==> run_1/layer_met1.png <==
Supply wires on this layer in gray.
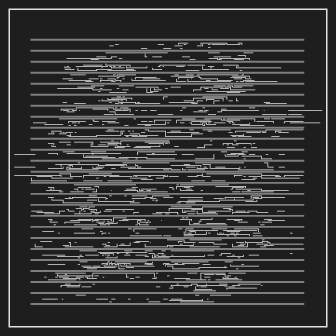
==> run_1/layer_met2.png <==
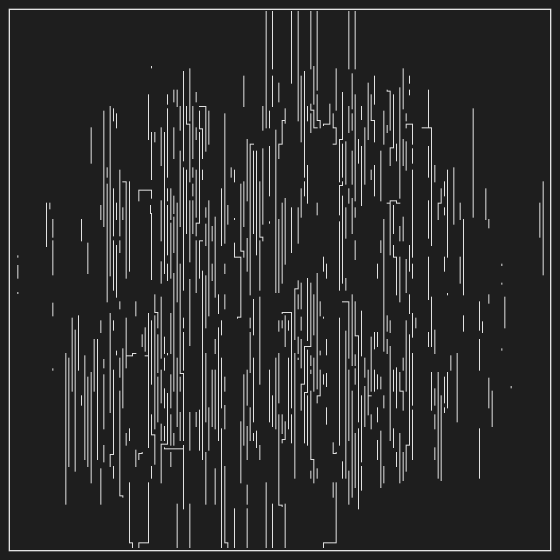
==> run_1/layer_met3.png <==
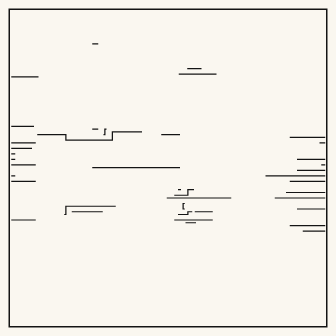
==> run_1/metal_density.png <==
Scale bar: 20 um. 16 x 16 tiles, from dark purple (low) to yellow (high), scaled to the fullest tile. Values are wire area over tile area, all layers added.
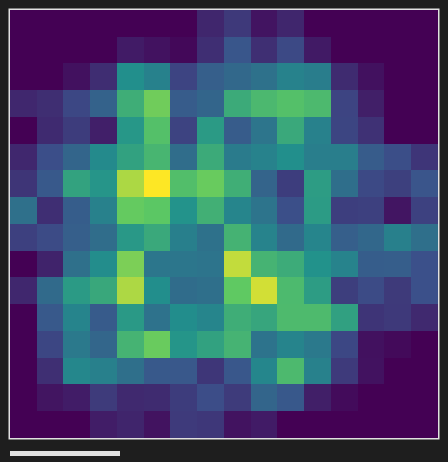
`src/rtl/multi_divider.sv`:
```
// CHANNELS independent sysclk dividers (toggle or pulse mode); Scale/Mode latch only at terminal count.
// Outputs registered, one cycle after cnt reaches sc; no backpressure. Optional Sync port via DIVIDER_SYNC_EN.
module multi_divider #(
    parameter int CHANNELS = 4,
    parameter int WIDTH    = 6
) (
    input  logic                      sysclk,
    input  logic                      reset,
    input  logic [CHANNELS-1:0]       Enable,
    input  logic [CHANNELS*WIDTH-1:0] Scale,
    input  logic [CHANNELS-1:0]       Mode,
`ifdef DIVIDER_SYNC_EN
    input  logic                      Sync,
`endif
    output logic [CHANNELS-1:0]       Slow_clk,
    output logic [CHANNELS-1:0]       Tick
);

    logic sync_hit;
`ifdef DIVIDER_SYNC_EN
    assign sync_hit = Sync;
`else
    assign sync_hit = 1'b0;
`endif

    for (genvar i = 0; i < CHANNELS; i++) begin : g_ch
        logic [WIDTH-1:0] cnt;
        logic [WIDTH-1:0] sc;
        logic [WIDTH-1:0] scale_in;
        logic             md;
        logic             slow;
        logic             tick;
        logic             tc;

        assign scale_in = Scale[i*WIDTH +: WIDTH];
        assign tc       = Enable[i] && (cnt == sc);

        // md used for the output decision is the one latched for the period now ending.
        always_ff @(posedge sysclk) begin
            if (reset) begin
                cnt  <= '0;
                sc   <= '0;
                md   <= 1'b0;
                slow <= 1'b0;
                tick <= 1'b0;
            end else if (!Enable[i] || sync_hit) begin
                cnt  <= '0;
                sc   <= scale_in;
                md   <= Mode[i];
                slow <= 1'b0;
                tick <= 1'b0;
            end else if (tc) begin
                cnt  <= '0;
                sc   <= scale_in;
                md   <= Mode[i];
                tick <= 1'b1;
                slow <= md ? 1'b1 : ~slow;
            end else begin
                cnt  <= cnt + 1'b1;
                tick <= 1'b0;
                if (md) slow <= 1'b0;
            end
        end

        assign Slow_clk[i] = slow;
        assign Tick[i]     = tick;
    end

endmodule
```
`config.mk`:
```
export PLATFORM = sky130hd
export DESIGN_NAME = multi_divider
export DESIGN_NICKNAME = d
export VERILOG_FILES = /design/src/rtl/multi_divider.sv
export SDC_FILE = /design/constraint.sdc
export NUM_CORES = 1
export LEC_CHECK = 0
export CAP_MARGIN = 20
export CORE_MARGIN = 5
export CORE_UTILIZATION = 57
export CTS_CLUSTER_DIAMETER = 100
export DETAILED_ROUTE_END_ITERATION = 8
export GPL_TIMING_DRIVEN = 0
export PLACE_DENSITY = 0.94
export SYNTH_ARGS = -nofsm -noshare
export SYNTH_HDL_FRONTEND = slang
export SYNTH_SLANG_ARGS = --single-unit
```
`constraint.sdc`:
```
create_clock -name sysclk -period 2.1 [get_ports sysclk]
set_input_delay 0.63 -clock sysclk [delete_from_list [all_inputs] [get_ports sysclk]]
set_output_delay 0.63 -clock sysclk [all_outputs]
set_load 0.02 [all_outputs]
```
==> results.cfg, run 1 <==
; yosys + openroad results
[power]
peakVddDrop_mv = 0.513
powerDensity_nw_per_um2 = 865
leakage_nw = 1.23

[die]
die_x_um = 78.1
pin_count = 42
n_tap_cell = 52
row_count = 24
core_util_floorplan_pct = 59.8
core_area_sq_um = 4410
chip_area_sq_um = 6090
dieHeight_um = 78.1

[critical_path]
endpoint = Slow_clk[0]
cp_max_fo = 2
worstSetupPathType = flop to output pin
startpoint = g_ch[0].slow
cp-end-kind = output pin
r2r_start = g_ch[0].cnt[4]
r2r_end = g_ch[0].sc[1]
start_kind = flop
ff2ff_path_depth = 4
crit_required_ps = 1470
r2r_setup_slack_ps = 620
cp.arrival_ps = 1350

[cells_and_area]
antenna_cells = 0
comb_share_pct = 41.2
nonClkBufAreaFrac_pct = 14.6
fin_area_sq_um = 3320
utilization_pct = 75.3
clkbuf_count = 12
num-multi-input-gates = 189
drive_above_1_share_pct = 10.5
n_all_buffers = 52
clock_cell_area_share_pct = 6.17
num-fill-cells = 284
flop-count = 60
comb_area_sq_um = 1370
syn_to_final_growth_pct = 25.9
layout.nets = 350
seq_share_pct = 36.1
top_area_cell_class = combinational gates
inv_count = 0
ff_latch_area_sq_um = 1200

[final_timing]
min_period_over_period_pct = 94.4
final-hold-violation-count = 0
layout_min_cycle_time_ps = 1980
fmax_mhz = 504
rsz0062_at_grt = no
whs_ps = 472
maxSlewHeadroom_pct = 61.3
worst_clock_skew_ps = 7.58
finalMaxSlewViolations = 0
setup_viol = 0
worstMarginPinSlew_ps = 579

[global_routing]
grt_max_degree = 11
antenna_found_initial = 0
grt_overflow_total = 0
grt_pass1_wl_mm = 9.47
grt_pass1_vias = 2023

[routing]
antenna_left = 0
first_iter_violations = 110
drc_errors = 0
viasPerCell = 5.50
drtPass1Iterations = 4

[clocking]
cts_setup_buffers = 0
worstSkewPairLatency_ps = 330
ctsLongestPathBuffers = 2
cts_buffers = 9
htreeDepth = 3
cts_tree = built
clk_pin_slew_ps = 70
clock-root-buffer = clkbuf_8
cts.sinks = 60

[run]
warning_count = 26
max-cap-violations = 0

[logic_synthesis]
ys_types = 29
ys.flops = 60
syn_area_sq_um = 2640
avgSynthCellArea_sq_um = 10.2
ys_seq_share_pct = 45.5
yosys-stat-cells = 260
yosysWarningCount = 0
yosys_area_sq_um = 2640
syn_nets = 298
synth_cells = 260

[min_path]
hold_class = flop to flop
holdPathStages = 1
worstHoldStart = g_ch[1].md

[outcome]
status = finished, final reports clean

[placement]
dp_hpwl_mm = 3.80
gp_congestion = 0.808
placed_area_sq_um = 3120
port_buffers = 41
-- layer_met1.png (at the start) --
main direction = horizontal
longest straight run = 15.2 um
nets with wire on the layer = 322

-- layer_met2.png (at the start) --
share of all routed wire = 50%
wire length on this layer = 2770 um
longest straight run = 27.2 um
nets with wire on the layer = 306
main direction = vertical
drt total wl: 5.49 mm
M2 GR Usage: 31.9%
via count: 2017

-- layer_met3.png (at the start) --
longest straight run = 21.4 um
main direction = horizontal
met3 Track Usage GR: 4.58%

-- metal_density.png (at the start) --
tiles over half the peak = 21%
nearly empty tiles = 19%
densest ninth of the die = center
mean over tiles = 0.14
fullest tile = 0.49
per-cell routed wire length: 15.0 um
GRT Util Overall: 19.2%

==> run 1: worst min path at each step <==
| stage | endpoint |
|---|---|
| 4_1_cts | g_ch[2].md |
| 3_5_place_dp | g_ch[2].md |
| 2_1_floorplan | g_ch[0].md |
| 6_report | g_ch[1].md |
| 3_3_place_gp | g_ch[0].md |
| 5_1_grt | g_ch[2].md |
==> run 1: per-layer routing <==
metal / share of wire [%] / GRT usage [%] / up-vias / wire, um
li1: - / - / 1001 / -
met1: 44 / 23.7 / 956 / 2390
met2: 50 / 31.9 / 52 / 2770
met3: 4.8 / 4.58 / 8 / 266
met4: 1.1 / 8.45 / 0 / 63
met5: 0 / 0 / - / 0
==> run 1: power by group <==
part / internal [mW] / switching [mW]
clock network: 0.689 / 0.426
registers: 1.22 / 0.0588
logic: 0.237 / 0.243
==> run 1: state kept, by name, summed over array words and instances, names as in the netlist <==
register	flops
g_ch.sc	24
g_ch.slow	4
g_ch.cnt	24
g_ch.tick	4
g_ch.md	4
==> run 1: metrics by stage <==
step / std cells / setup slack [ps] / setup TNS, ps / power (mW)
after floorplan: 260 / 758 / 0 / 1.62
after global placement: 353 / -234 / -4240 / 1.76
after detailed placement: 353 / -276 / -5090 / 1.78
after CTS: 367 / 74.0 / 0 / 2.88
after global routing: 367 / 53.4 / 0 / 3.00
final: 367 / 117 / 0 / 2.87
==> run 1: worst max-delay path, cell delays in order, from the launching register on <==
cell             delay [ps]
dfxtp_1                 340
buf_4                   100
clkdlybuf4s50_1         590
==> run 1: logic make-up (layout without fill, tap and decap cells) <==
| group | count (synthesis) | in the layout | share of synthesized area, % |
|---|---|---|---|
| simple gates | 98 | 98 | 20.7 |
| flops | 60 | 60 | 45.5 |
| compound gates | 46 | 46 | 15.4 |
| xor+xnor | 40 | 40 | 13.3 |
| buf+inv | 11 | 66 | 2.70 |
| fa+ha+maj | 4 | 4 | 1.90 |
| mux | 1 | 1 | 0.569 |
==> run 1: what timing repair did <==
action                     in CTS  in global routing
gates resized                   0                  5
setup endpoints to repair       0                  7
hold buffers                    0                  0
hold endpoints to repair        0                  0
==> run 1: Yosys cell counts <==
library cell,count,area (sq um)
ha_1,4,50.1
o2bb2ai_1,28,245
and2_1,7,43.8
clkbuf_1,3,11.3
nand4_1,3,18.8
nand2_1,5,18.8
or3_1,3,18.8
buf_4,8,60.1
and3_1,2,12.5
nor2b_1,5,31.3
nor3_1,3,15.0
xor2_1,14,123
nand2_2,1,6.26
nor2_1,25,93.8
a21boi_1,1,7.51
nor4_4,1,21.3
a21oi_2,1,8.76
and4_1,3,26.3
dfxtp_1,60,1200
a21o_2,1,8.76
xnor2_1,26,228
mux2_4,1,15.0
o21ai_0,3,15.0
a21o_1,3,22.5
a21oi_1,3,15.0
nand3_1,8,40.0
a21oi_4,3,48.8
nand2b_1,32,200
a21boi_2,3,33.8
==> run 1: cell usage in the layout, fill, tap and decap left out, types with 4 or more instances in the layout <==
master            n
clkbuf_8         10
xor2_1           14
dfxtp_1          60
nor2_1           25
nand2b_1         32
clkdlybuf4s50_1  41
nand2_1           5
o2bb2ai_1        28
nand3_1           8
ha_1              4
buf_4             8
xnor2_1          26
nor2b_1           5
and2_1            7
==> run_1/clocks.png <==
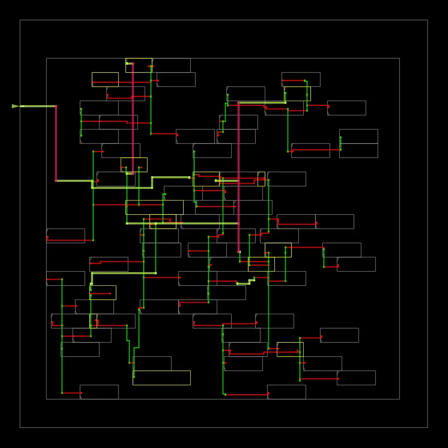

==> run 2, diff against run 1 <==
CAP_MARGIN = not set   (was 20)
CELL_PAD_IN_SITES_DETAIL_PLACEMENT = 0   (was not set)
CELL_PAD_IN_SITES_GLOBAL_PLACEMENT = 1   (was not set)
CORE_UTILIZATION = 44   (was 57)
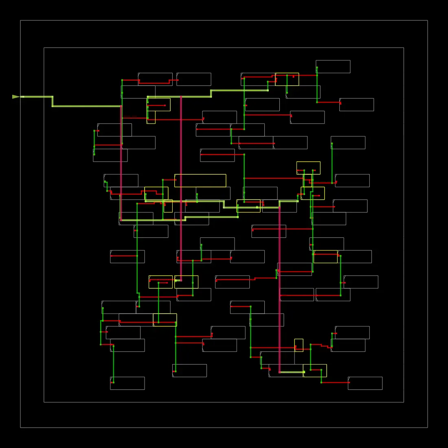
(run_2/clocks.png)
clk_skew: 7.68 ps
Latency at later pin: 340 ps
count of clock tree sinks: 60

==> run 2 against run 1 <==
First-iteration DRC count is 59% lower. Critical endpoint unchanged. Synthesized cell count is the same. Sequential cell count is the same. Worst hold slack got worse by 4.5 ps. Largest power group unchanged. Clock skew about the same. Register-to-register slack got worse by 30 ps. Sequential power barely moved. Clock-buffer cell count fell by 1. Power down 2.8%. Combinational power down 2%. Largest cell class unchanged.
==> results.cfg, run 2 <==
; yosys + openroad results
[die]
dieHeight_um = 87.5
row_count = 28
core_area_sq_um = 5890
core_util_floorplan_pct = 44.9
die_x_um = 87.5
chip_area_sq_um = 7650
pin_count = 42

[run]
warning_count = 26
max-cap-violations = 0

[cells_and_area]
layout.nets = 350
antenna_cells = 0
syn_to_final_growth_pct = 26.8
num-fill-cells = 522
top_regs = g_ch.cnt x24, g_ch.sc x24
fin_area_sq_um = 3350
drive_above_1_share_pct = 11.7
layout_top_cells = dfxtp_1 (60), clkdlybuf4s50_1 (41), nand2b_1 (32)
mostFrequentLayoutCell = dfxtp_1

[power]
peakVddDrop_mv = 0.399
internal-power_mw = 2.06
p_sw_mw = 0.734
p_comb_share_pct = 16.9
swShare_pct = 26.3
pwr-share-clk_pct = 37.5
seq_power_share_pct = 45.6
leakage_nw = 1.24
powerDensity_nw_per_um2 = 834

[critical_path]
max_stage_delay_ps = 590
crit_required_ps = 1470
cp-end-kind = output pin
worstSetupPathType = flop to output pin
critical-path-top-delay-family = buffers and inverters
r2r_setup_slack_ps = 590
critPathSlowestCell = clkdlybuf4s50_1
cp_max_fo = 2
start_kind = flop
path_buffers = 2
cp.arrival_ps = 1360
crit_chain = buf_4 > clkdlybuf4s50_1

[outcome]
status = finished, final reports clean

[min_path]
hold_class = flop to flop

[placement]
gp_congestion = 0.807
port_buffers = 41
placed_area_sq_um = 3140
dp_hpwl_mm = 3.53

[logic_synthesis]
most_common_cell = dfxtp_1
ys_types = 29
ys_top_cells_by_area = dfxtp_1 (45%), o2bb2ai_1 (9.3%), xnor2_1 (8.6%)
yosysTopAreaCellShare_pct = 45.5
synth-async-reset-ratio_pct = 0
synth_top_cell_by_area = dfxtp_1
avgSynthCellArea_sq_um = 10.2
yosys-stat-cells = 260
top_cells_by_count = dfxtp_1 (60), nand2b_1 (32), o2bb2ai_1 (28)
ys.flops = 60
ys_seq_share_pct = 45.5
yosysWarningCount = 0
yosys_area_sq_um = 2640
syn_area_sq_um = 2640
ys.flop_type = dfxtp_1
syn_nets = 298
edf_count = 0

[final_timing]
fmax_mhz = 502
final-hold-violation-count = 0
layout_min_cycle_time_ps = 1990
worstMarginPinSlew_ps = 624
min_period_over_period_pct = 94.8
finalSetupTns_ps = 0
setup_viol = 0
rsz0062_at_grt = no
maxSlewHeadroom_pct = 58.3

[global_routing]
grt_pass1_vias = 1858
grt_overflow_total = 0
grt_usage_pct = 14.3
grt_max_degree = 11
grt_pass1_wl_mm = 8.39
antenna_found_initial = 0

[clocking]
ctsLongestPathBuffers = 2
htreeDepth = 3
cts_tree = built
clock-root-buffer = clkbuf_8
clk_pin_slew_ps = 70
cts_buffers = 9

[routing]
drc_errors = 0
drtPass1Iterations = 3
antenna_left = 0
drt_wl_total_mm = 4.96
viasPerCell = 4.91
first_iter_violations = 45
via_count = 1924
routedWlPerCell_um = 12.7
## run 2: cell counts after synthesis
Identical to the previous run, type by type.
## run 2: kinds of logic (layout without fill, tap and decap cells)
logic type                 after synthesis  count (layout)  share of synthesized area, %
AOI/OAI and AO/OA                       46              46                          15.4
xor gates and xnor gates                40              40                          13.3
adders and majority gates                4               4                          1.90
buffers and inverters                   11              68                          2.70
DFF                                     60              60                          45.5
muxes                                    1               1                         0.569
and+or+nand+nor                         98              98                          20.7
## run 2: power groups by stage
stage	clock network (mW)	registers [mW]	logic, mW
final	1.05	1.28	0.472
after global routing	1.12	1.28	0.521
after CTS	1.07	1.28	0.478
after detailed placement	0	1.30	0.475
after global placement	0	1.30	0.464
after floorplan	0	1.29	0.328
## run 2: path summary, 6_finish.rpt
path	start	to	cells after the start
worst min register to register	g_ch[0].md	g_ch[0].md	1
worst max-delay path	g_ch[0].slow	Slow_clk[0]	2
worst min-delay path	g_ch[0].md	g_ch[0].md	1
worst max register to register	g_ch[0].cnt[4]	g_ch[0].sc[3]	4
## run 2: stage by stage
stage          cells  total power [mW]  hold WS [ps]  util [%]  setup WS, ps
3_5_place_dp     376              1.77           452      53.4          -291
3_3_place_gp     376              1.76           446      53.4          -291
5_1_grt          392              2.92           484      56.9          69.6
4_1_cts          392              2.82           468      56.8          75.8
2_1_floorplan    260              1.62           433         -           758
6_report         392              2.79           467      56.9           109
## run 2: what timing repair did
| action | 4_1_cts | 5_1_grt |
|---|---|---|
| hold buffers | 0 | 0 |
| setup endpoints to repair | 0 | 18 |
| endpoints found under the hold margin | 0 | 0 |
| resized | 0 | 4 |
## run 2: worst register-to-register path, stage by stage (launching register included)
cell and delay, ps:
dfxtp_1 370, xor2_1 260, nor4_4 100, a21boi_1 500
o2bb2ai_1 140
## run 2: routing by layer
layer  GRT usage (%)  vias up  routed length [um]
met5               0        -                   0
met2            22.7       32                2260
met4            7.11        0                  99
met1            17.1      884                2340
li1                -     1001                   -
met3            4.92        7                 259
## run 2: area by class of cell
cell class / count / area (sq um) / share of cell area, %
sequential: 60 / 1200 / 35.9
clock inverter: 5 / 50.0 / 1.49
multi-input combinational: 189 / 1370 / 40.8
timing repair buffer: 41 / 410 / 12.3
tap: 75 / 93.8 / 2.80
clock buffer: 11 / 151 / 4.52
buffer: 11 / 73.8 / 2.20
Power and IR drop assume default switching activity.
